===== config.mk =====
export PLATFORM = sky130hd
export DESIGN_NAME = gj_pivot_sequencer
export DESIGN_NICKNAME = d
export VERILOG_FILES = /design/src/rtl/gj_pkg.sv /design/src/rtl/gj_watchdog.sv /design/src/rtl/gj_pivot_sequencer.sv
export SDC_FILE = /design/constraint.sdc
export NUM_CORES = 1
export LEC_CHECK = 0
export CORE_ASPECT_RATIO = 0.9
export CORE_MARGIN = 3
export CORE_UTILIZATION = 50
export CTS_CLUSTER_DIAMETER = 50
export DETAILED_ROUTE_END_ITERATION = 12
export PLACE_DENSITY_LB_ADDON = 0.1
export REMOVE_ABC_BUFFERS = 1
export SLEW_MARGIN = 20
export SYNTH_ARGS = -nofsm -noshare
export SYNTH_HDL_FRONTEND = slang
export SYNTH_HIERARCHICAL = 1
export SYNTH_SLANG_ARGS = --single-unit

===== constraint.sdc =====
create_clock -name clk -period 3.25 [get_ports clk]
set_clock_uncertainty 0.2 [all_clocks]
set_input_delay 0.8125 -clock clk [delete_from_list [all_inputs] [get_ports clk]]
set_output_delay 0.8125 -clock clk [all_outputs]
set_load 0.02 [all_outputs]

===== src/rtl/gj_pkg.sv =====
// Shared encodings for the Gauss-Jordan pivot sequencer: FSM states and run status.
// The multiplier pipeline depth lives here so the sequencer can bound its watchdog against it.
package gj_pkg;

  localparam int MUL_PIPE_LAT = 8;

  typedef enum logic [2:0] {
    S_IDLE      = 3'd0,
    S_WAIT_NORM = 3'd1,
    S_ISSUE     = 3'd2,
    S_WAIT_MUL  = 3'd3,
    S_WAIT_UPD  = 3'd4,
    S_DRAIN     = 3'd5,
    S_FINISH    = 3'd6
  } state_t;

  typedef enum logic [1:0] {
    STAT_OK       = 2'd0,
    STAT_SINGULAR = 2'd1,
    STAT_TIMEOUT  = 2'd2,
    STAT_ABORTED  = 2'd3
  } status_t;

endpackage


===== src/rtl/gj_watchdog.sv =====
// Loadable saturating up-counter; hit_o flags the increment that lands on LIMIT.
// Zero latency on hit_o (combinational from count and inc_i); no backpressure.
module gj_watchdog #(
  parameter int LIMIT = 15,
  parameter int W     = $clog2(LIMIT + 1)
) (
  input  logic clk,
  input  logic reset,
  input  logic load_i,
  input  logic inc_i,
  output logic hit_o
);

  localparam logic [W-1:0] LIM = W'(LIMIT);

  logic [W-1:0] cnt_q, cnt_d, cnt_inc;

  assign cnt_inc = (cnt_q == {W{1'b1}}) ? cnt_q : cnt_q + W'(1);
  // Hit on the cycle the count reaches LIMIT so the caller can leave the state on that edge.
  assign hit_o   = inc_i && (cnt_inc == LIM);

  always_comb begin
    cnt_d = cnt_q;
    if (load_i) begin
      cnt_d = '0;
    end else if (inc_i) begin
      cnt_d = cnt_inc;
    end
  end

  always_ff @(posedge clk or posedge reset) begin
    if (reset) begin
      cnt_q <= '0;
    end else begin
      cnt_q <= cnt_d;
    end
  end

endmodule


===== src/rtl/gj_pivot_sequencer.sv =====
// Per-pivot loop of the Gauss-Jordan inverter: normalise -> column multiply -> row update, k = 0..MAT_SIZE-1.
// Single-cycle pulse handshakes, one pivot in flight; GJ_SEQ_PERF_EN adds busy/stall counters.
module gj_pivot_sequencer
  import gj_pkg::*;
#(
  parameter int MAT_SIZE    = 8,
  parameter int MUL_TIMEOUT = 15,
  parameter int CNTW        = $clog2(MAT_SIZE) + 1
) (
  input  logic            clk,
  input  logic            reset,
  input  logic            start,
  input  logic            abort,
  input  logic            norm_vld,
  input  logic            pivot_zero,
  output logic            norm_rdy,
  output logic            mul_input_ready,
  output logic [CNTW-1:0] mul_op_cnt,
  input  logic            mul_out_vld,
  output logic            upd_start,
  output logic [CNTW-1:0] upd_op_cnt,
  input  logic            upd_done,
  output logic            busy,
  output logic            done,
  output logic [1:0]      status
`ifdef GJ_SEQ_PERF_EN
  ,
  output logic [31:0]     perf_cycles,
  output logic [31:0]     perf_stall
`endif
);

  localparam logic [2:0] IDLE      = S_IDLE;
  localparam logic [2:0] WAIT_NORM = S_WAIT_NORM;
  localparam logic [2:0] ISSUE     = S_ISSUE;
  localparam logic [2:0] WAIT_MUL  = S_WAIT_MUL;
  localparam logic [2:0] WAIT_UPD  = S_WAIT_UPD;
  localparam logic [2:0] DRAIN     = S_DRAIN;
  localparam logic [2:0] FINISH    = S_FINISH;

  localparam logic [CNTW-1:0] K_LAST = CNTW'(MAT_SIZE - 1);
  // Never let the watchdog fire before the multiplier pipeline could possibly answer.
  localparam int WD_LIMIT = (MUL_TIMEOUT > MUL_PIPE_LAT) ? MUL_TIMEOUT : MUL_PIPE_LAT + 1;

  logic [2:0]      state_q, state_d;
  logic [CNTW-1:0] k_q, k_d;
  logic [CNTW-1:0] op_cnt_q, op_cnt_d;
  status_t         status_q, status_d;
  logic            upd_start_q, upd_start_d;
  logic            wd_load, wd_inc, wd_hit;

  assign wd_load = (state_q == ISSUE);
  assign wd_inc  = (state_q == WAIT_MUL) || (state_q == DRAIN);

  gj_watchdog #(
    .LIMIT (WD_LIMIT)
  ) u_watchdog (
    .clk    (clk),
    .reset  (reset),
    .load_i (wd_load),
    .inc_i  (wd_inc),
    .hit_o  (wd_hit)
  );

  always_comb begin
    state_d     = state_q;
    k_d         = k_q;
    op_cnt_d    = op_cnt_q;
    status_d    = status_q;
    upd_start_d = 1'b0;
    case (state_q)
      IDLE: begin
        if (start) begin
          k_d      = '0;
          status_d = STAT_OK;
          state_d  = WAIT_NORM;
        end
      end
      WAIT_NORM: begin
        if (abort) begin
          status_d = STAT_ABORTED;
          state_d  = FINISH;
        end else if (norm_vld && pivot_zero) begin
          status_d = STAT_SINGULAR;
          state_d  = FINISH;
        end else if (norm_vld) begin
          op_cnt_d = k_q;
          state_d  = ISSUE;
        end
      end
      ISSUE: begin
        state_d = abort ? DRAIN : WAIT_MUL;
      end
      WAIT_MUL: begin
        // A result or expiry coinciding with abort already settles the multiplier; skip DRAIN.
        if (abort) begin
          if (mul_out_vld || wd_hit) begin
            status_d = STAT_ABORTED;
            state_d  = FINISH;
          end else begin
            state_d = DRAIN;
          end
        end else if (mul_out_vld) begin
          upd_start_d = 1'b1;
          state_d     = WAIT_UPD;
        end else if (wd_hit) begin
          status_d = STAT_TIMEOUT;
          state_d  = FINISH;
        end
      end
      WAIT_UPD: begin
        if (abort) begin
          status_d = STAT_ABORTED;
          state_d  = FINISH;
        end else if (upd_done) begin
          if (k_q == K_LAST) begin
            status_d = STAT_OK;
            state_d  = FINISH;
          end else begin
            k_d     = k_q + CNTW'(1);
            state_d = WAIT_NORM;
          end
        end
      end
      DRAIN: begin
        if (mul_out_vld || wd_hit) begin
          status_d = STAT_ABORTED;
          state_d  = FINISH;
        end
      end
      FINISH: begin
        state_d = IDLE;
      end
      default: begin
        state_d = IDLE;
      end
    endcase
  end

  always_ff @(posedge clk or posedge reset) begin
    if (reset) begin
      state_q     <= IDLE;
      k_q         <= '0;
      op_cnt_q    <= '0;
      status_q    <= STAT_OK;
      upd_start_q <= 1'b0;
    end else begin
      state_q     <= state_d;
      k_q         <= k_d;
      op_cnt_q    <= op_cnt_d;
      status_q    <= status_d;
      upd_start_q <= upd_start_d;
    end
  end

  assign norm_rdy        = (state_q == WAIT_NORM);
  assign mul_input_ready = (state_q == ISSUE);
  assign mul_op_cnt      = op_cnt_q;
  assign upd_start       = upd_start_q;
  assign upd_op_cnt      = k_q;
  assign busy            = (state_q != IDLE);
  assign done            = (state_q == FINISH);
  assign status          = status_q;

`ifdef GJ_SEQ_PERF_EN
  logic [31:0] perf_cycles_q, perf_stall_q;
  logic        in_stall;

  assign in_stall = (state_q == WAIT_NORM) || (state_q == WAIT_UPD);

  always_ff @(posedge clk or posedge reset) begin
    if (reset) begin
      perf_cycles_q <= '0;
      perf_stall_q  <= '0;
    end else if (state_q == IDLE) begin
      if (start) begin
        perf_cycles_q <= '0;
        perf_stall_q  <= '0;
      end
    end else begin
      if (perf_cycles_q != 32'hFFFF_FFFF) begin
        perf_cycles_q <= perf_cycles_q + 32'd1;
      end
      if (in_stall && (perf_stall_q != 32'hFFFF_FFFF)) begin
        perf_stall_q <= perf_stall_q + 32'd1;
      end
    end
  end

  assign perf_cycles = perf_cycles_q;
  assign perf_stall  = perf_stall_q;
`endif

endmodule


**Port wiring**

(4 px per um)
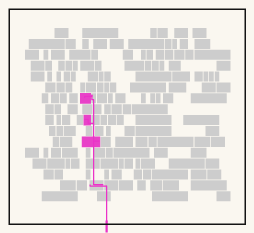
legend:
  upd_done:
    colour: magenta
    bits: 1
    direction: input
    edge: south
    end_cells: 3
    buffers: 1
    wire: 45.9 um
Port Buffers: 22
I/O pin count: 23

**I/O pins on the die edge**

(8 px per um) Pins as bars across the die edge, other pins in grey.
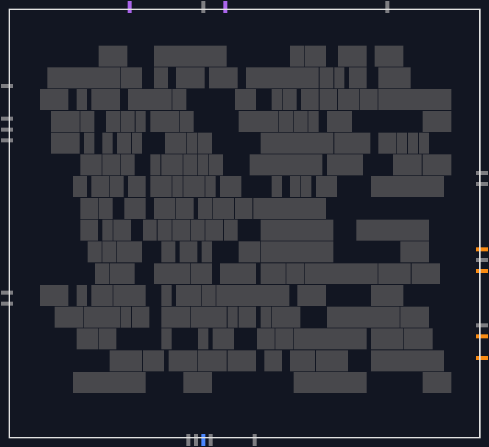
legend:
  upd_done:
    colour: blue
    pins: 1
    direction: input
    edge: south
  mul_op_cnt:
    colour: orange
    pins: 4
    direction: output
    edge: east
  status:
    colour: purple
    pins: 2
    direction: output
    edge: north
all pins by edge: 8 east, 6 west, 5 south, 4 north
die span in y: 53.4 um
Die W: 58.6 um

**M2 wires**

(8 px per um)
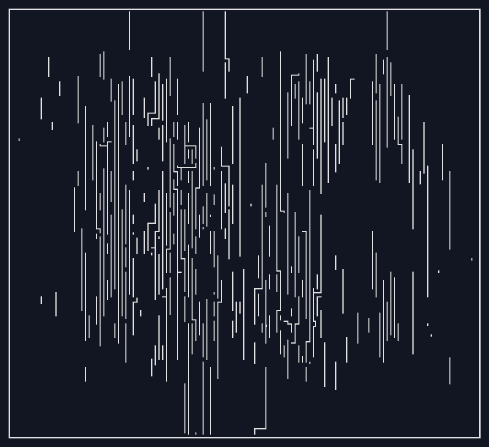
wire length on this layer: 1380 um
main direction: vertical
longest straight run: 32.3 um
share of all routed wire: 47%

**Wiring by layer**

(4 px per um) Two of the layers only.
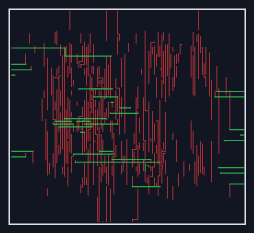
legend:
  met3:
    colour: green
    wire_length: 200 um
  met2:
    colour: red
    wire_length: 1380 um
drt wl/cell: 15.1 um
Total GRT Usage: 20.8%
total routed wirelength: 2920 um

==> flow_metrics.py <==
# Auto-generated metrics
metrics = {
    "outcome": {
        "outcome": "finished clean",
    },
    "finish": {
        "inv_count": 9,
        "comb_area_share_pct": 47.1,
        "clk_share_pct": 2.37,
        "seq_share_pct": 29.4,
        "nonClkBufAreaFrac_pct": 16.8,
        "layout.area.comb_sq_um": 722,
    },
    "flow_run": {
        "drv_cap": 0,
        "warnings": 25,
    },
    "power": {
        "p_switching_uw": 679,
        "comb-power_uw": 902,
    },
    "floorplanning": {
        "chip_area_sq_um": 3130,
    },
    "synth": {
        "synth.avg_cell_area_sq_um": 8.78,
        "mux_share_pct": 8.23,
        "aoi_share_pct": 17.9,
        "synth.cellmix.adderShare_pct": 2.01,
    },
    "sta": {
        "rsz0062_at_grt": "no",
    },
    "global_route": {
        "overflow": 0,
        "met1_usage_pct": 27.8,
    },
    "critical_path": {
        "cp_num_buf_inv": 2,
        "arrival_ns": 1.97,
        "crit_chain": "nand2b_1, nor2_1, buf_4, clkdlybuf4s50_1",
        "r2r_end": "status[1]",
    },
    "detailed_routing": {
        "wl_met1_um": 1330,
    },
    "clock_tree": {
        "ctsHoldBuffers": 0,
    },
    "min_path": {
        "holdPathEnd": "mul_op_cnt[0]",
    },
}
No activity file was given, so power comes from the tool's default toggle rates.
